Figure 1. Signal wires by layer (run 1).
Scale bar: 20 um.
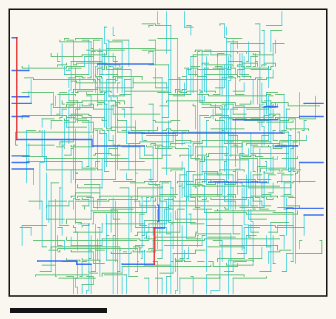
Figure 2. Gate-type map (run 1).
Scale bar: 20 um.
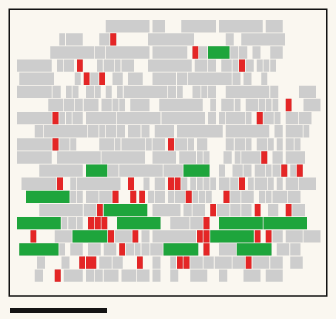
Figure 3. Sequential cells colored by netlist name (run 1).
Scale bar: 20 um.
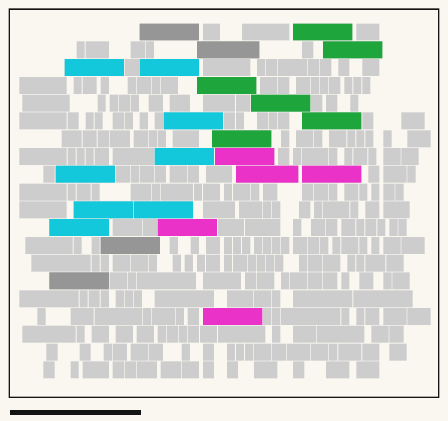
$ cat config.mk
export PLATFORM = sky130hd
export DESIGN_NAME = pcs_align_ctrl
export DESIGN_NICKNAME = d
export VERILOG_FILES = /design/src/rtl/pcs_align_pkg.sv /design/src/rtl/lane_map_check.sv /design/src/rtl/pcs_align_ctrl.sv
export SDC_FILE = /design/constraint.sdc
export NUM_CORES = 1
export LEC_CHECK = 0
export ABC_AREA = 1
export CAP_MARGIN = 0
export CORE_ASPECT_RATIO = 0.9
export CORE_UTILIZATION = 49
export DETAILED_ROUTE_END_ITERATION = 10
export HOLD_SLACK_MARGIN = 0.06
export PLACE_DENSITY = 0.77
export REMOVE_ABC_BUFFERS = 1
export SLEW_MARGIN = 20
export SYNTH_ARGS = -nofsm -noshare
export SYNTH_HDL_FRONTEND = slang
export SYNTH_HIERARCHICAL = 1
export SYNTH_SLANG_ARGS = --single-unit
export TNS_END_PERCENT = 10
$ cat constraint.sdc
create_clock -name clk -period 2.2 [get_ports clk]
set_input_delay 0.66 -clock clk [delete_from_list [all_inputs] [get_ports clk]]
set_output_delay 0.66 -clock clk [all_outputs]
set_load 0.1 [all_outputs]
$ cat src/rtl/pcs_align_pkg.sv
// Shared definitions for the 40GBASE-R receive alignment controller.
// Holds the one-hot FSM encoding, per-state bit positions and the
// default lane count used by the controller and its map checker.
package pcs_align_pkg;

  localparam int unsigned LANE_N_DEF = 4;

  // Bit position of each state inside the one-hot state vector.
  localparam int unsigned ST_RESYNC_IDX    = 0;
  localparam int unsigned ST_WAIT_LOCK_IDX = 1;
  localparam int unsigned ST_CHECK_MAP_IDX = 2;
  localparam int unsigned ST_DESKEW_IDX    = 3;
  localparam int unsigned ST_ALIGNED_IDX   = 4;

  typedef enum logic [4:0] {
    ST_RESYNC    = 5'b00001,
    ST_WAIT_LOCK = 5'b00010,
    ST_CHECK_MAP = 5'b00100,
    ST_DESKEW    = 5'b01000,
    ST_ALIGNED   = 5'b10000
  } align_fsm_e;

endpackage

$ cat src/rtl/lane_map_check.sv
// Combinational check of the physical-to-logical lane mapping.
// lane_map_i : per physical lane p, bits [p*LANE_N +: LANE_N] hold the
//              one-hot logical lane detected on p.
// map_v      : every row is one-hot and every logical lane is covered,
//              i.e. the map is a permutation.
// dup_v      : some logical lane is claimed by more than one physical
//              lane (debug visibility only).
module lane_map_check
  import pcs_align_pkg::*;
#(
  parameter int unsigned LANE_N = LANE_N_DEF
) (
  input  logic [LANE_N*LANE_N-1:0] lane_map_i,
  output logic                     map_v,
  output logic                     dup_v
);

  logic [LANE_N-1:0] row;
  logic [LANE_N-1:0] seen;
  logic              rows_ok;

  always_comb begin
    row     = '0;
    seen    = '0;
    rows_ok = 1'b1;
    dup_v   = 1'b0;
    for (int unsigned p = 0; p < LANE_N; p++) begin
      row = lane_map_i[p*LANE_N +: LANE_N];
      if (!$onehot(row)) begin
        rows_ok = 1'b0;
      end
      if ((seen & row) != '0) begin
        dup_v = 1'b1;
      end
      seen = seen | row;
    end
    map_v = rows_ok && (&seen);
  end

endmodule

$ cat src/rtl/pcs_align_ctrl.sv
// Multi-lane PCS receive alignment controller (4-lane 40GBASE-R).
// Waits for AM lock on all lanes, validates the lane permutation, runs
// the deskew stage and reports link alignment.
// Ports:
//   clk, nreset      : clock, asynchronous active-low reset
//   signal_v_i       : SerDes signal valid; low forces RESYNC
//   valid_i          : gearbox valid; FSM and counters advance only when high
//   lane_lock_v_i    : per physical lane AM lock
//   lane_map_i       : per physical lane one-hot logical lane id
//   deskew_done_i    : deskew reports all lanes aligned (level)
//   deskew_err_i     : deskew FIFO over/underflow (level)
//   deskew_rst_o     : holds deskew in reset (level)
//   deskew_start_o   : one-cycle pulse on the first DESKEW cycle
//   align_status_o   : link aligned
//   lane_map_err_o   : result of the last map check, sticky until next check
//   loss_cnt_o       : saturating count of exits from ALIGNED
module pcs_align_ctrl
  import pcs_align_pkg::*;
#(
  parameter int unsigned LANE_N      = LANE_N_DEF,
  parameter int unsigned DESKEW_TO_N = 64,
  parameter int unsigned LOSS_CNT_W  = 8
) (
  input  logic                     clk,
  input  logic                     nreset,
  input  logic                     signal_v_i,
  input  logic                     valid_i,
  input  logic [LANE_N-1:0]        lane_lock_v_i,
  input  logic [LANE_N*LANE_N-1:0] lane_map_i,
  input  logic                     deskew_done_i,
  input  logic                     deskew_err_i,
  output logic                     deskew_rst_o,
  output logic                     deskew_start_o,
  output logic                     align_status_o,
  output logic                     lane_map_err_o,
  output logic [LOSS_CNT_W-1:0]    loss_cnt_o
);

  localparam int unsigned TO_W = (DESKEW_TO_N > 1) ? $clog2(DESKEW_TO_N) : 1;
  localparam logic [TO_W-1:0] TO_LAST = TO_W'(DESKEW_TO_N - 1);

  align_fsm_e      state_q;
  align_fsm_e      state_d;
  logic [TO_W-1:0] to_cnt_q;
  logic            lock_all;
  logic            to_hit;
  logic            map_v;
  logic            dup_v;
  logic            map_err_d;

  assign lock_all = &lane_lock_v_i;
  assign to_hit   = (to_cnt_q == TO_LAST);

  lane_map_check #(
    .LANE_N(LANE_N)
  ) u_map_check (
    .lane_map_i(lane_map_i),
    .map_v     (map_v),
    .dup_v     (dup_v)
  );

  // Next-state logic. Event priority: signal loss, lock loss, deskew
  // error, timeout, done. Only signal loss acts without valid_i.
  always_comb begin
    state_d   = state_q;
    map_err_d = lane_map_err_o;
    if (!signal_v_i) begin
      state_d = ST_RESYNC;
    end else if (valid_i) begin
      unique case (state_q)
        ST_RESYNC: begin
          state_d = ST_WAIT_LOCK;
        end
        ST_WAIT_LOCK: begin
          if (lock_all) state_d = ST_CHECK_MAP;
        end
        ST_CHECK_MAP: begin
          if (!lock_all) begin
            state_d = ST_WAIT_LOCK;
          end else if (map_v) begin
            state_d   = ST_DESKEW;
            map_err_d = 1'b0;
          end else begin
            state_d   = ST_RESYNC;
            map_err_d = 1'b1;
          end
        end
        ST_DESKEW: begin
          if (!lock_all)          state_d = ST_WAIT_LOCK;
          else if (deskew_err_i)  state_d = ST_RESYNC;
          else if (to_hit)        state_d = ST_RESYNC;
          else if (deskew_done_i) state_d = ST_ALIGNED;
        end
        ST_ALIGNED: begin
          if (!lock_all)                          state_d = ST_WAIT_LOCK;
          else if (deskew_err_i || !deskew_done_i) state_d = ST_RESYNC;
        end
        default: begin
          state_d = ST_RESYNC;
        end
      endcase
    end
  end

  always_ff @(posedge clk or negedge nreset) begin
    if (!nreset) begin
      state_q <= ST_RESYNC;
    end else begin
      state_q <= state_d;
    end
  end

  // Outputs are registered from the next state so they line up with
  // the state register rather than lagging it by a cycle.
  always_ff @(posedge clk or negedge nreset) begin
    if (!nreset) begin
      to_cnt_q       <= '0;
      deskew_rst_o   <= 1'b1;
      deskew_start_o <= 1'b0;
      align_status_o <= 1'b0;
      lane_map_err_o <= 1'b0;
      loss_cnt_o     <= '0;
    end else begin
      if (state_q != ST_DESKEW) begin
        to_cnt_q <= '0;
      end else if (valid_i) begin
        to_cnt_q <= to_cnt_q + TO_W'(1);
      end
      deskew_rst_o   <= !((state_d == ST_DESKEW) || (state_d == ST_ALIGNED));
      deskew_start_o <= (state_q == ST_CHECK_MAP) && (state_d == ST_DESKEW);
      align_status_o <= (state_d == ST_ALIGNED);
      lane_map_err_o <= map_err_d;
      if ((state_q == ST_ALIGNED) && (state_d != ST_ALIGNED) && (loss_cnt_o != '1)) begin
        loss_cnt_o <= loss_cnt_o + LOSS_CNT_W'(1);
      end
    end
  end

  a_fsm_onehot : assert property (@(posedge clk) disable iff (!nreset)
    $onehot(state_q));

  // ALIGNED is only held without re-checking lock while valid_i is low.
  a_align_lock : assert property (@(posedge clk) disable iff (!nreset)
    (align_status_o && $past(valid_i)) |-> $past(lock_all));

  a_start_pulse : assert property (@(posedge clk) disable iff (!nreset)
    deskew_start_o |=> !deskew_start_o);

  a_dup_invalid : assert property (@(posedge clk) disable iff (!nreset)
    dup_v |-> !map_v);

endmodule

==> metrics.csv, run 1 <==
metric,value,unit
Finish-stage setup viols,13,
PnR worst setup slack,-0.718,ns
Final Cycle Share,133,%
Hold Slack,0.476,ns
H-Tree Depth,1,
routability cong.,0.921,
Leading cell kind,combinational gates,
clk_skew,0.00403,ns
OpenROAD warning count,27,
Yosys Warn Count,6,
final hold vios,0,
nets,349,
LEAKAGE,1.34,nW
buffer share of cell area,23.4,%
setup repair after global routing missed its margin,yes,
cells after synthesis,242,
FP Util,51.8,%
Setup Buffers After CTS,2,
Worst Hold Depth,1,
global-route wire length before repair,7220,um
P_clk,0.257,mW
failing checks,setup timing,
fmax,343,MHz
Pins Over Slew Limit,0,
crit path DRT,2.40,ns
Critical R2R Launch,state_q[4],
Latency at later pin,0.26,ns
CTS sink cnt,23,
Root Driver,clkbuf_8,
Clock buf/inv share,1.77,%
"Design Area, Final",2610,um2
CTS Buffer Depth,2,
CP max stage delay,0.54,ns
Comb power frac,42.1,%
hold path start,to_cnt_q[5],
Worst path top cell family by delay,simple AND/OR/NAND/NOR gates,
CTS tree,yes,
status,finished with violations,
grt ovf,0,
hold worst-path end,to_cnt_q[5],
Max Cap Viol,0,
Die Width,65.5,um
P_comb,0.545,mW
area grow syn2layout,47.1,%
Iteration-0 DRC Markers,84,
iteration tally of the first detailed-router pass,4,
Antenna diodes,0,
placed insts,345,
standard-cell row count,20,
reg2reg path depth,14,
Die H,59.1,um
Back to the opening pictures, Figure 1:
metal 3: marked blue, wire length 175 um. metal 1: marked green, wire length 2020 um. metal 4: marked red, wire length 28.6 um. metal 2: marked cyan, wire length 2020 um.
DRT Wirelength: 4250 um
post-DR wirelength/cell: 12.1 um
vias: 1753
GR Util All Layers: 24.4%

Back to the opening pictures, Figure 2:
adder and majority cells: marked green, cells 14. inverters: marked red, cells 48, where spread over the die.
logic share of the area: 43.7%
Post-Layout Cell Count: 352
most numerous logic cell after layout: nand2_1

Back to the opening pictures, Figure 3:
to_cnt_q: marked green, placed flops 6. loss_cnt_o: marked cyan, placed flops 8. state_q: marked magenta, placed flops 5, where center.
Another 4 sequential cells are not colored.
Register Area: 578 um2
Sequential Power: 0.493 mW
Final Core Density: 76.2%
Seq/total area: 22.1%

[run 1: metal layers]
metal  track usage, %  vias up  wire length [um]
met3             3.27        4               175
met4             5.90        0                28
met1             34.3      819              2020
li1                 -      898                 -
met5                0        -                 0
met2             40.1       32              2020
[run 1: placed cells by master (no fill, tap or decap), types with 4 or more instances in the layout]
cell,count
nand2_1,50
inv_1,31
buf_4,30
dfrtp_1,21
nand3_1,20
nor2_1,19
inv_2,15
nand4_1,13
clkdlybuf4s50_1,12
nand2_2,11
buf_12,9
buf_2,8
nor2_2,7
a21oi_1,7
ha_4,7
nor2_4,5
o21ai_0,4
[run 1: state kept, by name, summed over array words and instances (netlist names)]
register and cells:
align_status_o 1, deskew_rst_o 1, deskew_start_o 1, lane_map_err_o 1
loss_cnt_o 8, state_q 5, to_cnt_q 6
==> run 2, diff against run 1 <==
Settings changed: ABC_AREA 1 to unset, PLACE_DENSITY 0.77 to 0.78.
==> run 2 against run 1 <==
  * The flow still finishes with violations (setup timing)
  * Non-clock buffer count up 9
  * Wire length up 22%
  * Critical path depth down 6
  * Cell area down 0.57%
  * Worst hold slack better by 0.11 ns
  * Total power down 26%
  * Die area down 5.6%
  * First-iteration DRC count up 95%
  * Synthesized cell count down 27%
  * Global-route usage up 6.7 points
  * Clock skew about the same
  * Maximum frequency down 18%
  * Critical endpoint is now loss_cnt_o[5]
  * Largest power group is now sequential cells
  * Highest routed layer unchanged
==> metrics.csv, run 2 <==
metric,value,unit
OpenROAD warning count,27,
Antenna diodes,0,
CP cell instances,clkdlybuf4s15_1 -> inv_2 -> fa_1 -> inv_1 -> ha_1 -> ha_1 -> nor2_2 -> nand4_1 -> nor3_4 -> nor3b_2 -> o21ai_1 -> a31oi_1 -> nand4bb_4 -> nor4_4 -> buf_6 -> nor4_4 -> xor2_1,
final hold vios,0,
Pins Over Slew Limit,0,
Comb power frac,26.9,%
Rel. slew slack,71.0,%
Main power group,sequential cells,
Top reg by flops,loss_cnt_o,
Comb area,1160,um2
DRT Wirelength,5190,um
clk_skew,0.00370,ns
WP buf/inv,4,
most frequent cells in the layout,"buf_4 (39), dfrtp_1 (21), nand2_1 (13)",
CP max stage delay,0.48,ns
area grow syn2layout,55.2,%
Final Cycle Share,162,%
Worst path top cell family by delay,simple AND/OR/NAND/NOR gates,
routability cong.,0.939,
Clock buf/inv share,1.73,%
global-route wire length before repair,8600,um
largest net degree at the start of global routing,24,
LEAKAGE,1.16,nW
CTS tree,yes,
iteration tally of the first detailed-router pass,4,
tap cell count,42,
CTS sink cnt,23,
hold worst-path end,loss_cnt_o[0],
Die H,57.5,um
setup repair after global routing missed its margin,yes,
biggest regs,"loss_cnt_o (8), to_cnt_q (6), state_q (5)",
fmax,281,MHz
"Design Area, Final",2600,um2
chip area,3650,um2
logic share of the area,44.7,%
critical path class,input port to register,
CTS Buffer Depth,2,
Die Width,63.6,um
FP Util,52.9,%
Clock Power Share,27.6,%
Post-DP Area,2410,um2
sequential fraction of design power,45.4,%
standard-cell row count,19,
H-Tree Depth,1,
Finish-stage setup viols,14,
Register Area,578,um2
Worst Hold Depth,1,
Leading cell kind,combinational gates,
Max Cap Viol,0,
grt ovf,0,
crit path launch type,input port,
Root Driver,clkbuf_8,
vias,1690,
sw frac,27.9,%
PD cells,368,nW/um2
most numerous logic cell after layout,buf_4,
Iteration-0 DRC Markers,164,
failing checks,setup timing,
Critical R2R Launch,state_q[4],
number of flip-flops under the largest register name,8,
P_comb,0.258,mW
Sequential Power,0.434,mW
PnR worst setup slack,-1.36,ns
cells after synthesis,176,
Pint,0.690,mW
GR Util All Layers,31.2,%
Setup Buffers After CTS,0,
hold path start,loss_cnt_o[0],
inverters,20,
P_clk,0.264,mW
Hold Slack,0.583,ns
Seq/total area,22.2,%
reg2reg path depth,9,
buffer share of cell area,26.4,%
Latency at later pin,0.27,ns
nets,289,
Yosys Warn Count,6,
status,finished with violations,
crit path DRT,2.34,ns
run 2: netlist changes by cell type in the layout (fill, tap and decap cells not counted), sizes merged, moves of 5 or more:
cell   before  now
inv        47   20
nor4        1    8
nor2       31   11
xor2        3   10
buf        49   56
nand4      13    8
nand2      62   14
nand3      24    9
a21oi       8    1
run 2: per-layer routing:
metal  track usage (%)  vias to the layer above  share of wire, %
li1                  -                      772                 -
met1              37.6                      817                41
met2              52.1                       77                48
met3              7.80                       24               6.5
met4              15.3                        0               3.5
met5                 0                        -                 0
run 2: metrics by stage:
stage / cells / setup WS (ns) / setup TNS (ns)
finish: 290 / -1.36 / -14.83
global route: 290 / -1.43 / -15.64
CTS: 290 / -1.20 / -12.79
detailed placement: 286 / -2.29 / -27.23
global placement: 286 / -2.08 / -24.70
floorplan: 171 / -1.63 / -16.52
Figure 4. Close-up of the layout (run 2).
Scale bar: 5 um. Region (22, 30) to (42, 50) um. Cells in gray, sequential cells in the stronger gray; small squares are vias.
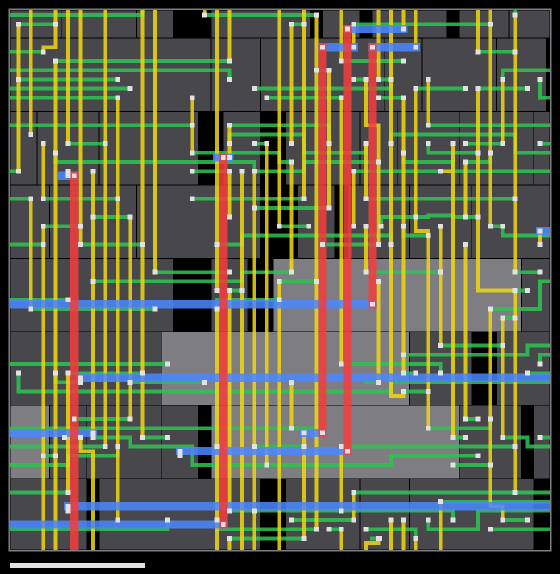
metal 3: marked blue. metal 4: marked red. metal 1: marked green. metal 2: marked yellow.
Netlist names of flops here include state_q (3). 36 logic cells have their middle in the window. Sequential cells in the window: 3. Most frequent: buf_4 (5), dfrtp_1 (3).

Figure 5. Track usage over the die (run 2).
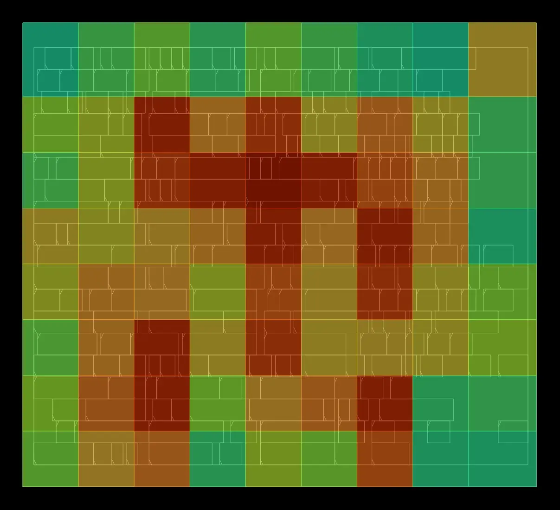
grt met2 use: 52.1%
met3 usage: 7.80%
M1 GR Usage: 37.6%
post-DR wirelength/cell: 17.9 um
Final Core Density: 82.2%

Figure 6. Signal wires by layer (run 2).
Scale bar: 20 um.
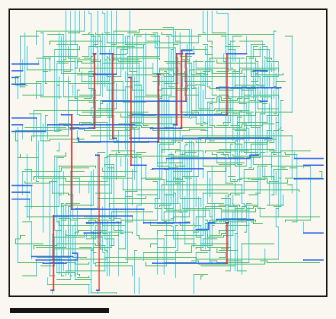
metal 3: marked blue, wire length 340 um. metal 2: marked cyan, wire length 2510 um. metal 4: marked red, wire length 184 um. metal 1: marked green, wire length 2150 um.

No activity file was given, so power comes from the tool's default toggle rates.
